File: src/rtl/mips_ctrl_pkg.sv
// mips_ctrl_pkg: shared state, opcode/funct and select encodings for the multicycle MIPS control unit
package mips_ctrl_pkg;
  typedef enum logic [3:0] {
    S_FETCH, S_DECODE, S_MEM_ADDR, S_MEM_READ, S_MEM_WB, S_MEM_WRITE, S_R_EXEC,
    S_R_WB, S_I_EXEC, S_I_WB, S_BRANCH, S_JUMP, S_JR
  } state_t;
  typedef enum logic [1:0] {AOP_ADD, AOP_SUB, AOP_FUNCT, AOP_SLT} alu_op_t;
  localparam logic [5:0] OP_RTYPE = 6'b000000;
  localparam logic [5:0] OP_LW    = 6'b100011;
  localparam logic [5:0] OP_SW    = 6'b101011;
  localparam logic [5:0] OP_ADDI  = 6'b001000;
  localparam logic [5:0] OP_SLTI  = 6'b001010;
  localparam logic [5:0] OP_BEQ   = 6'b000100;
  localparam logic [5:0] OP_J     = 6'b000010;
  localparam logic [5:0] OP_JAL   = 6'b000011;
  localparam logic [5:0] FN_ADD   = 6'b100000;
  localparam logic [5:0] FN_SUB   = 6'b100010;
  localparam logic [5:0] FN_AND   = 6'b100100;
  localparam logic [5:0] FN_OR    = 6'b100101;
  localparam logic [5:0] FN_SLT   = 6'b101010;
  localparam logic [5:0] FN_JR    = 6'b001000;
  localparam logic [2:0] ALU_AND  = 3'b000;
  localparam logic [2:0] ALU_OR   = 3'b001;
  localparam logic [2:0] ALU_ADD  = 3'b010;
  localparam logic [2:0] ALU_SUB  = 3'b110;
  localparam logic [2:0] ALU_SLT  = 3'b111;
  localparam logic [1:0] RD_RT    = 2'b00;
  localparam logic [1:0] RD_RD    = 2'b01;
  localparam logic [1:0] RD_RA    = 2'b10;
  localparam logic [1:0] SRCB_B   = 2'b00;
  localparam logic [1:0] SRCB_4   = 2'b01;
  localparam logic [1:0] SRCB_IMM = 2'b10;
  localparam logic [1:0] SRCB_BR  = 2'b11;
  localparam logic [1:0] PC_ALU   = 2'b00;
  localparam logic [1:0] PC_JMP   = 2'b01;
  localparam logic [1:0] PC_OUT   = 2'b10;
  localparam logic [1:0] PC_REG   = 2'b11;
endpackage

File: src/rtl/multicycle_controller_alu_decoder.sv
// alu_decoder: maps ALUOp and funct to the datapath alu_ctrl encoding
module alu_decoder
  import mips_ctrl_pkg::*;
(
  input  alu_op_t     i_alu_op,
  input  logic [5:0]  i_funct,
  output logic [2:0]  o_alu_ctrl
);
  logic [2:0] w_fn_ctrl;
  assign w_fn_ctrl = (i_funct == FN_SUB) ? ALU_SUB :
                     (i_funct == FN_AND) ? ALU_AND :
                     (i_funct == FN_OR)  ? ALU_OR  :
                     (i_funct == FN_SLT) ? ALU_SLT : ALU_ADD;
  assign o_alu_ctrl = (i_alu_op == AOP_SUB)   ? ALU_SUB :
                      (i_alu_op == AOP_SLT)   ? ALU_SLT :
                      (i_alu_op == AOP_FUNCT) ? w_fn_ctrl : ALU_ADD;
endmodule

File: src/rtl/multicycle_controller.sv
// multicycle_controller: multicycle MIPS control FSM driving datapath selects, enables and memory strobes
module multicycle_controller
  import mips_ctrl_pkg::*;
(
  input  logic        clk,
  input  logic        rst,
  input  logic [31:0] inst,
  output logic [1:0]  reg_dst,
  output logic        mem_to_reg,
  output logic        alu_src_a,
  output logic [1:0]  alu_src_b,
  output logic [2:0]  alu_ctrl,
  output logic [1:0]  pc_src,
  output logic        pc_write,
  output logic        pc_write_cond,
  output logic        IorD,
  output logic        ir_write,
  output logic        reg_write,
  output logic        mem_read,
  output logic        mem_write
);
  state_t     r_state, w_next;
  alu_op_t    w_alu_op;
  logic [5:0] w_op, w_fn;
  logic       w_unused;
  assign w_op = inst[31:26];
  assign w_fn = inst[5:0];
  assign w_unused = ^inst[25:6];
  always_ff @(posedge clk)
    r_state <= rst ? S_FETCH : w_next;
  always_comb begin
    w_next = S_FETCH;
    case (r_state)
      S_FETCH:    w_next = S_DECODE;
      S_DECODE:   w_next = (w_op == OP_LW || w_op == OP_SW)     ? S_MEM_ADDR :
                           (w_op == OP_RTYPE)                   ? ((w_fn == FN_JR) ? S_JR : S_R_EXEC) :
                           (w_op == OP_ADDI || w_op == OP_SLTI) ? S_I_EXEC :
                           (w_op == OP_BEQ)                     ? S_BRANCH :
                           (w_op == OP_J || w_op == OP_JAL)     ? S_JUMP : S_FETCH;
      S_MEM_ADDR: w_next = (w_op == OP_LW) ? S_MEM_READ : S_MEM_WRITE;
      S_MEM_READ: w_next = S_MEM_WB;
      S_R_EXEC:   w_next = S_R_WB;
      S_I_EXEC:   w_next = S_I_WB;
      default:    w_next = S_FETCH;
    endcase
  end
  // Reset overrides every state so no write enable can leak through in a reset cycle
  always_comb begin
    reg_dst = RD_RT;
    mem_to_reg = 1'b0;
    alu_src_a = 1'b0;
    alu_src_b = SRCB_B;
    w_alu_op = AOP_ADD;
    pc_src = PC_ALU;
    pc_write = 1'b0;
    pc_write_cond = 1'b0;
    IorD = 1'b0;
    ir_write = 1'b0;
    reg_write = 1'b0;
    mem_read = 1'b0;
    mem_write = 1'b0;
    case (r_state)
      S_FETCH: begin
        mem_read = 1'b1;
        ir_write = 1'b1;
        alu_src_b = SRCB_4;
        pc_write = 1'b1;
      end
      S_DECODE: begin
        alu_src_b = SRCB_BR;
        reg_write = (w_op == OP_JAL);
        reg_dst = (w_op == OP_JAL) ? RD_RA : RD_RT;
      end
      S_MEM_ADDR: begin
        alu_src_a = 1'b1;
        alu_src_b = SRCB_IMM;
      end
      S_MEM_READ: begin
        mem_read = 1'b1;
        IorD = 1'b1;
      end
      S_MEM_WB: begin
        reg_write = 1'b1;
        mem_to_reg = 1'b1;
      end
      S_MEM_WRITE: begin
        mem_write = 1'b1;
        IorD = 1'b1;
      end
      S_R_EXEC: begin
        alu_src_a = 1'b1;
        w_alu_op = AOP_FUNCT;
      end
      S_R_WB: begin
        reg_write = 1'b1;
        reg_dst = RD_RD;
      end
      S_I_EXEC: begin
        alu_src_a = 1'b1;
        alu_src_b = SRCB_IMM;
        w_alu_op = (w_op == OP_SLTI) ? AOP_SLT : AOP_ADD;
      end
      S_I_WB:     reg_write = 1'b1;
      S_BRANCH: begin
        alu_src_a = 1'b1;
        w_alu_op = AOP_SUB;
        pc_src = PC_OUT;
        pc_write_cond = 1'b1;
      end
      S_JUMP: begin
        pc_src = PC_JMP;
        pc_write = 1'b1;
      end
      S_JR: begin
        pc_src = PC_REG;
        pc_write = 1'b1;
      end
      default: ;
    endcase
    if (rst) begin
      reg_dst = RD_RT;
      mem_to_reg = 1'b0;
      alu_src_a = 1'b0;
      alu_src_b = SRCB_B;
      w_alu_op = AOP_ADD;
      pc_src = PC_ALU;
      pc_write = 1'b0;
      pc_write_cond = 1'b0;
      IorD = 1'b0;
      ir_write = 1'b0;
      reg_write = 1'b0;
      mem_read = 1'b0;
      mem_write = 1'b0;
    end
  end
  alu_decoder u_alu_decoder (
    .i_alu_op   (w_alu_op),
    .i_funct    (w_fn),
    .o_alu_ctrl (alu_ctrl)
  );
endmodule

File: config.mk
export PLATFORM = sky130hd
export DESIGN_NAME = multicycle_controller
export DESIGN_NICKNAME = d
export VERILOG_FILES = /design/src/rtl/mips_ctrl_pkg.sv /design/src/rtl/multicycle_controller_alu_decoder.sv /design/src/rtl/multicycle_controller.sv
export SDC_FILE = /design/constraint.sdc
export NUM_CORES = 1
export LEC_CHECK = 0
export CAP_MARGIN = 15
export CELL_PAD_IN_SITES_DETAIL_PLACEMENT = 1
export CELL_PAD_IN_SITES_GLOBAL_PLACEMENT = 1
export CORE_MARGIN = 5
export CORE_UTILIZATION = 19
export CTS_BUF_LIST = sky130_fd_sc_hd__clkbuf_4 sky130_fd_sc_hd__clkbuf_8
export CTS_CLUSTER_SIZE = 14
export DETAILED_ROUTE_END_ITERATION = 12
export GPL_TIMING_DRIVEN = 0
export MAX_ROUTING_LAYER = met4
export PLACE_DENSITY_LB_ADDON = 0.1
export SKIP_CTS_REPAIR_TIMING = 1
export SYNTH_ARGS = -nofsm -noshare
export SYNTH_HDL_FRONTEND = slang
export SYNTH_HIERARCHICAL = 1
export SYNTH_SLANG_ARGS = --single-unit
export TNS_END_PERCENT = 5
File: constraint.sdc
create_clock -name clk -period 1.73 [get_ports clk]
set_clock_uncertainty 0.05 [all_clocks]
set_input_delay 0.2595 -clock clk [delete_from_list [all_inputs] [get_ports clk]]
set_output_delay 0.2595 -clock clk [all_outputs]
set_load 0.005 [all_outputs]
**Run 1: gate families picked out**

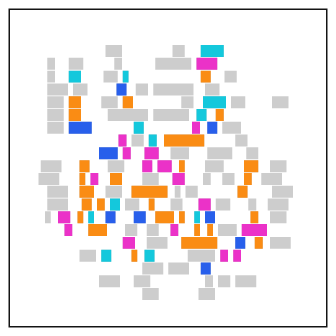
| family | color | cells |
|---|---|---|
| inverting AOI/OAI gates | magenta | 17 |
| NOR gates | orange | 28 |
| AND and OR gates | blue | 9 |
| NAND gates | cyan | 12 |

**Run 1: clock nets**

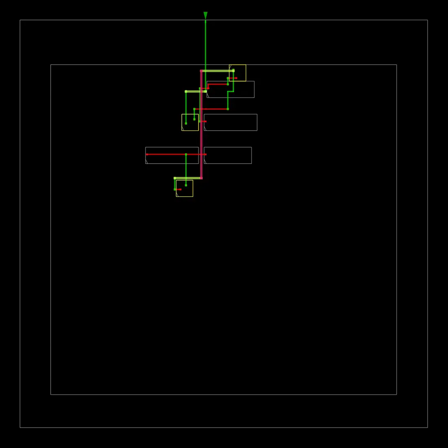
clk sinks: 4
P_clk: 119 uW
flop count: 4
CTS Buf Count: 3

==> flow_metrics.py, run 1 <==
# Physical implementation metrics
metrics = {
    "run_status": {
        "status": "complete, but fails checks",
        "violations": "setup timing",
    },
    "finish": {
        "num-nets-final": 169,
        "clockBufferCount": 3,
        "most-common-layout-cells": "dlymetal6s2s_1, clkdlybuf4s50_1, nor2_1",
        "drive_gt1_share_pct": 33.1,
        "sh_seq_area_pct": 7.31,
        "logic_area_sq_um": 623,
        "antenna_cells": 0,
        "clkCellAreaFrac_pct": 1.83,
        "seqCellArea_sq_um": 90.1,
        "largest_cell_class": "combinational gates",
    },
    "grt": {
        "grt_pass1_vias": 811,
        "grt_max_degree": 11,
        "use_met1_pct": 13.3,
        "grt_pass1_wl_um": 3640,
        "grt_overflow_total": 0,
        "antenna_found_initial": 0,
    },
    "worst_setup_path": {
        "rr_startpoint": "r_state[3]",
        "cp_slowest_cell": "clkdlybuf4s50_1",
        "crit_cells": 5,
        "startpoint_type": "register",
        "crit_family": "buffers and inverters",
        "rr_worst_depth": 4,
        "max_stage_delay_ns": 0.52,
        "critPathRequiredTime_ns": 1.42,
        "cp.arrival_ns": 1.86,
        "end_kind": "output pin",
        "worst-setup-path-type": "reg2out",
    },
    "placed_design": {
        "numPortBuffers": 31,
        "gp_congestion": 0.772,
    },
    "logic_synthesis": {
        "yosysTopAreaCell": "dfxtp_1",
        "edf_count": 0,
        "floorplan.nets": 125,
        "avgSynthCellArea_sq_um": 6.83,
        "yosysTopAreaCellShare_pct": 12.9,
        "yosys_warnings": 6,
        "synth-main-ff-cell": "dfxtp_1",
        "async_reset_ff_share_pct": 0,
        "topCellsByArea": "dfxtp_1, nor2_1, nand2b_1, a21oi_1, nor3_1",
        "synth_cells": 91,
    },
    "clock_network": {
        "clk_pin_slew_ns": 0.04,
        "htreeDepth": 1,
        "tritoncts": "built",
        "cts_root_buf": "clkbuf_4",
    },
    "power": {
        "p_switching_uw": 120,
        "pwr-share-clk_pct": 31.0,
        "pg_seq_uw": 99.5,
        "pwr_density_cell_nw_per_um2": 311,
        "power.leakage_nw": 0.592,
        "top_power_group": "combinational logic",
        "p_int_uw": 264,
    },
    "drt": {
        "wl_met3_um": 108,
        "via_per_inst": 4.79,
        "routed_wl_um": 2450,
        "avgRoutedWirePerCell_um": 13.8,
        "ant_nets": 0,
        "drt_first_pass_iters": 4,
    },
    "final_timing": {
        "finalClockPeriodUsage_pct": 125,
        "min_period_ns": 2.17,
        "setup_violations": 12,
        "rsz0062_at_grt": "yes",
        "slew-limit-headroom_pct": 70.6,
        "setup_ws_ns": -0.438,
    },
    "floorplan": {
        "tap_cells": 44,
        "dieArea_sq_um": 4520,
        "die_w_um": 67.2,
        "dieHeight_um": 67.2,
    },
    "min_path": {
        "hold_depth": 3,
        "hold_class": "in2reg",
    },
    "run": {
        "cap_violations": 0,
    },
}
**Run 1: M2 wires**

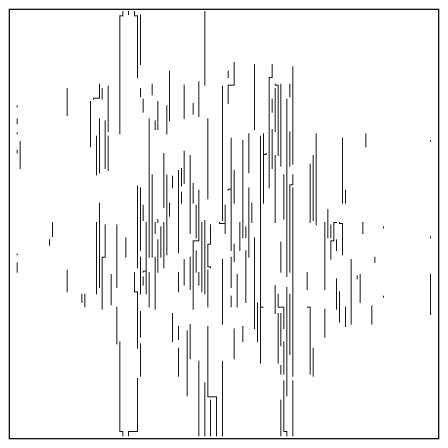
wire length on this layer: 1230 um
share of all routed wire: 50%

**Run 1: placement by cell class**

The bar under the picture is 20 um long. Fill, decap, tap and diode cells in gray.
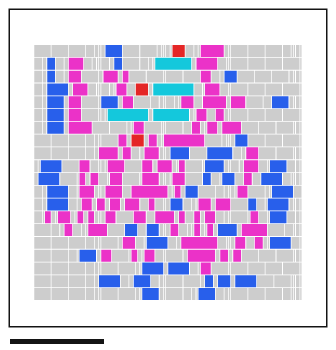
| class | color | cells | share of their area |
|---|---|---|---|
| all other logic | magenta | 82 | 54% |
| flip-flops | cyan | 4 | 7.7% |
| cells driving clock nets | red | 3 | 1.9% |
| other buffers and delay cells | blue | 44 | 37% |

run 1: cell families after synthesis:
kind of cell / count (synthesis) / synth area share, %
XOR/XNOR: 2 / 2.82
AND/OR/NAND/NOR: 49 / 44.9
multiplexers: 1 / 1.81
flip-flops: 4 / 12.9
buffers and inverters: 7 / 4.23
AND-OR/OR-AND: 28 / 33.4
run 1: through the flow:
stage | power (mW) | utilization [%] | hold WS (ns) | setup slack, ns | instances
global route | 0.409 | 39.7 | 0.498 | -0.576 | 177
CTS | 0.357 | 32.6 | 0.627 | -1.14 | 169
finish | 0.384 | 39.7 | 0.468 | -0.438 | 177
global placement | 0.236 | 31.9 | 0.624 | -1.10 | 166
detailed placement | 0.237 | 31.9 | 0.617 | -1.13 | 166
floorplan | 0.163 | - | 0.434 | 0.0238 | 91
**Run 1: cell sizes after repair**

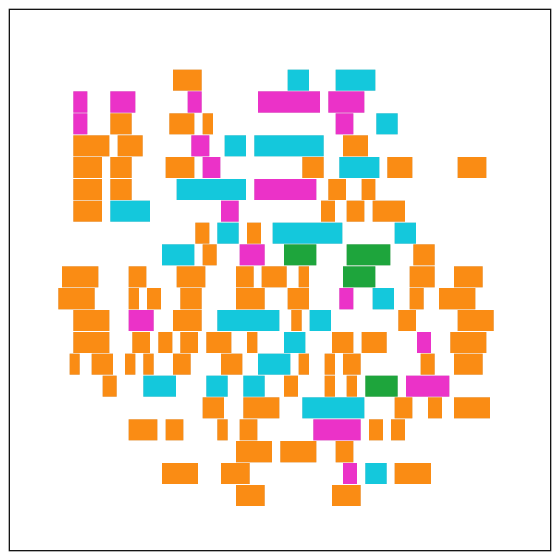

==> run 1 -> run 2 <==
- CORE_UTILIZATION: 19 -> 36
- DONT_BUFFER_PORTS: unset -> 1
**Run 2: cell sizes after repair**

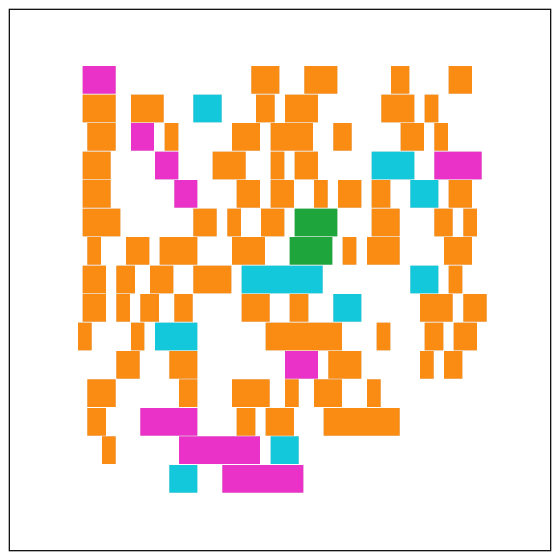
| size | color | cells | share |
|---|---|---|---|
| drive 1 or less | orange | 77 | 79% |
| drive 2 | magenta | 9 | 9.3% |
| drive 6 and up | green | 2 | 2.1% |
| drive 3 to 4 | cyan | 9 | 9.3% |

**Run 2: placement by cell class**

The bar under the picture is 20 um long. Fill, decap, tap and diode cells in gray.
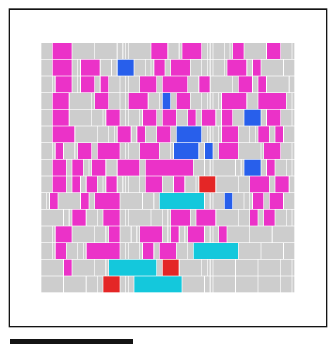
| class | color | cells | share of their area |
|---|---|---|---|
| flip-flops | cyan | 4 | 11% |
| cells driving clock nets | red | 3 | 3.1% |
| all other logic | magenta | 82 | 78% |
| other buffers and delay cells | blue | 8 | 7.8% |

==> run 2 against run 1 <==
Core utilization up 4.4 points. Sequential power about the same. Global-route usage up 4.4 points. The run still ends with setup timing left. Die area down 41%. Critical endpoint is now reg_write. Critical path type unchanged. Total power down 20%. Critical path depth down 1. Non-clock buffer count down 36. Combinational power down 46%. Hold slack worse by 0.26 ns.
==> flow_metrics.py, run 2 <==
# Physical implementation metrics
metrics = {
    "drt": {
        "drt_first_pass_iters": 2,
        "routed_wl_um": 1990,
        "avgRoutedWirePerCell_um": 17.4,
        "via_per_inst": 6.55,
        "ant_nets": 0,
    },
    "logic_synthesis": {
        "synth-main-ff-cell": "dfxtp_1",
        "yosysTopAreaCellShare_pct": 12.9,
        "synth_cells": 91,
        "avgSynthCellArea_sq_um": 6.83,
        "floorplan.nets": 125,
        "topCellsByArea": "dfxtp_1, nor2_1, nand2b_1, a21oi_1, nor3_1",
        "yosysTopAreaCell": "dfxtp_1",
        "edf_count": 0,
        "ys_sh_adder_pct": 0,
    },
    "final_timing": {
        "setup_ws_ns": -0.249,
        "rsz0062_at_grt": "yes",
        "finalClockPeriodUsage_pct": 114,
        "min_period_ns": 1.98,
        "whs_ns": 0.210,
        "setup_violations": 11,
    },
    "min_path": {
        "hold_depth": 2,
        "hold_class": "in2reg",
    },
    "worst_setup_path": {
        "worst-setup-path-type": "reg2out",
        "crit_cells": 4,
        "crit_family": "simple AND/OR/NAND/NOR gates",
        "max_stage_delay_ns": 0.37,
        "critPathRequiredTime_ns": 1.42,
        "startpoint_type": "register",
        "end_kind": "output pin",
    },
    "run": {
        "cap_violations": 0,
    },
    "placed_design": {
        "numPortBuffers": 0,
        "place_inst": 108,
        "gp_congestion": 0.860,
    },
    "run_status": {
        "violations": "setup timing",
        "status": "complete, but fails checks",
    },
    "finish": {
        "antenna_cells": 0,
        "num-nets-final": 133,
        "drive_gt1_share_pct": 20.6,
        "logic_area_sq_um": 556,
        "final_cells": 114,
        "seqCellArea_sq_um": 82.6,
        "most-common-layout-cells": "nor2_1, nand2b_1, nor3_1, a21oi_1, nand2_1",
    },
    "grt": {
        "grt_max_degree": 11,
        "antenna_found_initial": 0,
        "grt_pass1_wl_um": 3050,
        "use_met1_pct": 14.5,
        "grt_pass1_vias": 761,
    },
    "power": {
        "top_power_group": "the clock network",
        "pwr-share-clk_pct": 37.9,
        "p_int_uw": 215,
        "pwr_density_cell_nw_per_um2": 410,
        "p_total_uw": 306,
        "pg_clk_uw": 116,
    },
    "floorplan": {
        "die_w_um": 51.6,
        "dieArea_sq_um": 2660,
        "dieHeight_um": 51.6,
    },
    "clock_network": {
        "tritoncts": "built",
        "cts.sinks": 4,
        "cts_root_buf": "clkbuf_4",
    },
}
-- run 2: cell counts after synthesis --
Identical to the previous run, type by type.
-- run 2: through the flow --
stage | util, % | setup slack, ns
after global routing | 44.1 | -0.401
final | 44.1 | -0.249
after detailed placement | 38.2 | -0.279
after CTS | 39.6 | -0.538
after global placement | 38.2 | -0.242
after floorplan | - | 0.0238
-- run 2: layout make-up --
class	count	share of cell area, %
multi-input cells	80	74.5
flip-flops and latches	4	11.1
inverters	2	1.01
clock buffers	3	3.02
plain buffers	5	4.53
repair buffers	3	3.02
well taps	17	2.85
-- run 2: logic make-up (layout without fill, tap and decap cells) --
family / Yosys count / count (layout)
flip-flops: 4 / 4
XOR/XNOR: 2 / 2
buffers and inverters: 7 / 13
AND-OR/OR-AND: 28 / 28
multiplexers: 1 / 1
AND/OR/NAND/NOR: 49 / 49
==> run 2 -> run 3 <==
- CAP_MARGIN: 15 -> unset
- GPL_ROUTABILITY_DRIVEN: unset -> 0
**Run 3: placement by cell class**

The bar under the picture is 20 um long. Fill, decap, tap and diode cells in gray.
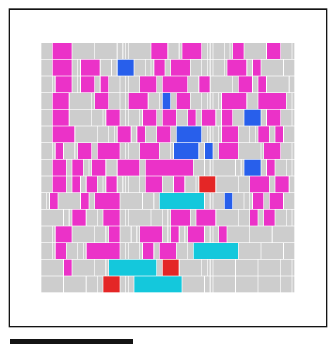
| class | color | cells | share of their area |
|---|---|---|---|
| all other logic | magenta | 82 | 78% |
| other buffers and delay cells | blue | 8 | 7.8% |
| cells driving clock nets | red | 3 | 3.1% |
| flip-flops | cyan | 4 | 11% |

==> run 3 against run 2 <==
The run still ends with setup timing left. Final cell count unchanged. Via count unchanged. Synthesized cell count unchanged. Non-clock buffer count unchanged. Synthesized area unchanged. Critical path depth unchanged. Flip-flop count unchanged. First-iteration DRC count unchanged. Critical endpoint unchanged. Largest power group unchanged. Highest routed layer unchanged.
==> flow_metrics.py, run 3 <==
# Physical implementation metrics
metrics = {
    "finish": {
        "num-nets-final": 133,
        "antenna_cells": 0,
        "final_util_pct": 44.1,
        "most-common-layout-cells": "nor2_1, nand2b_1, nor3_1, a21oi_1, nand2_1",
    },
    "logic_synthesis": {
        "aoi_share_pct": 33.4,
        "edf_count": 0,
        "yosysTopAreaCellShare_pct": 12.9,
        "topCellsByArea": "dfxtp_1, nor2_1, nand2b_1, a21oi_1, nor3_1",
        "ys_sh_adder_pct": 0,
        "async_reset_ff_share_pct": 0,
        "synth_cells": 91,
        "ys_sh_mux_pct": 1.81,
        "yosys_warnings": 6,
        "floorplan.nets": 125,
        "simple_gate_share_pct": 44.9,
        "ys_sh_xor_pct": 2.82,
    },
    "final_timing": {
        "finalClockPeriodUsage_pct": 114,
        "min_period_ns": 1.98,
        "setup_violations": 11,
        "slew-limit-headroom_pct": 62.4,
        "setup_ws_ns": -0.249,
    },
    "floorplan": {
        "dieHeight_um": 51.6,
        "dieArea_sq_um": 2660,
        "die_w_um": 51.6,
    },
    "run_status": {
        "status": "complete, but fails checks",
        "violations": "setup timing",
    },
    "min_path": {
        "hold_depth": 2,
        "hold_class": "in2reg",
    },
    "worst_setup_path": {
        "critPathRequiredTime_ns": 1.42,
        "cp.arrival_ns": 1.67,
        "worst-setup-path-type": "reg2out",
        "rr_worst_depth": 4,
    },
    "grt": {
        "grt_pass1_wl_um": 3050,
        "antenna_found_initial": 0,
        "grt_max_degree": 11,
        "use_met1_pct": 14.5,
    },
    "power": {
        "p_total_uw": 306,
        "pwr-share-clk_pct": 37.9,
        "p_switching_uw": 91.6,
        "top_power_group": "the clock network",
        "p_int_uw": 215,
        "power.leakage_nw": 0.244,
    },
    "drt": {
        "ant_nets": 0,
        "routed_wl_um": 1990,
        "via_per_inst": 6.55,
        "drt_first_pass_iters": 2,
        "wl_met3_um": 134,
    },
    "clock_network": {
        "tritoncts": "built",
        "cts.sinks": 4,
        "cts_inserted_buffers": 3,
        "cts_root_buf": "clkbuf_4",
        "htreeDepth": 1,
        "clk_pin_slew_ns": 0.04,
    },
    "run": {
        "cap_violations": 0,
    },
    "placed_design": {
        "numPortBuffers": 0,
    },
}
**Run 3: clock nets**

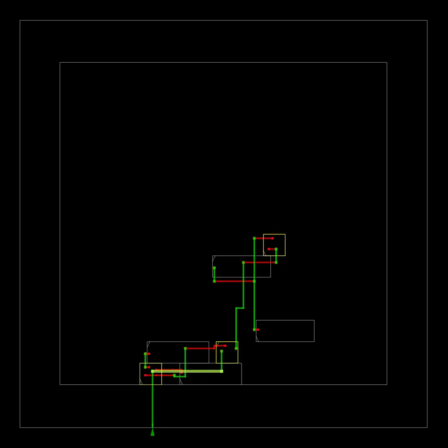
P_clk: 116 uW
layout clock buffer count: 3
worst skew pair latency: 0.24 ns

run 3: cell counts after synthesis:
Identical to the previous run, type by type.
run 3: layout make-up:
class / count / share of cell area [%]
inverter: 2 / 1.01
tap: 17 / 2.85
timing repair buffer: 3 / 3.02
multi-input combinational: 80 / 74.5
clock buffer: 3 / 3.02
sequential: 4 / 11.1
buffer: 5 / 4.53
run 3: final timing paths:
| check | start | end | slack (ns) |
|---|---|---|---|
| worst max-delay path | r_state[3] | reg_write | -0.25 |
| worst min-delay path | inst[29] | r_state[0] | 0.21 |
| worst max register to register | r_state[3] | r_state[3] | 0.01 |
| worst min register to register | r_state[1] | r_state[1] | 0.60 |
run 3: worst max-delay path: stages (launching register included):
cell	delay, ns
dfxtp_1	0.37
nor4b_2	0.34
nand2_1	0.20
nor4_4	0.35
o21bai_1	0.17
Power and IR drop assume default switching activity.
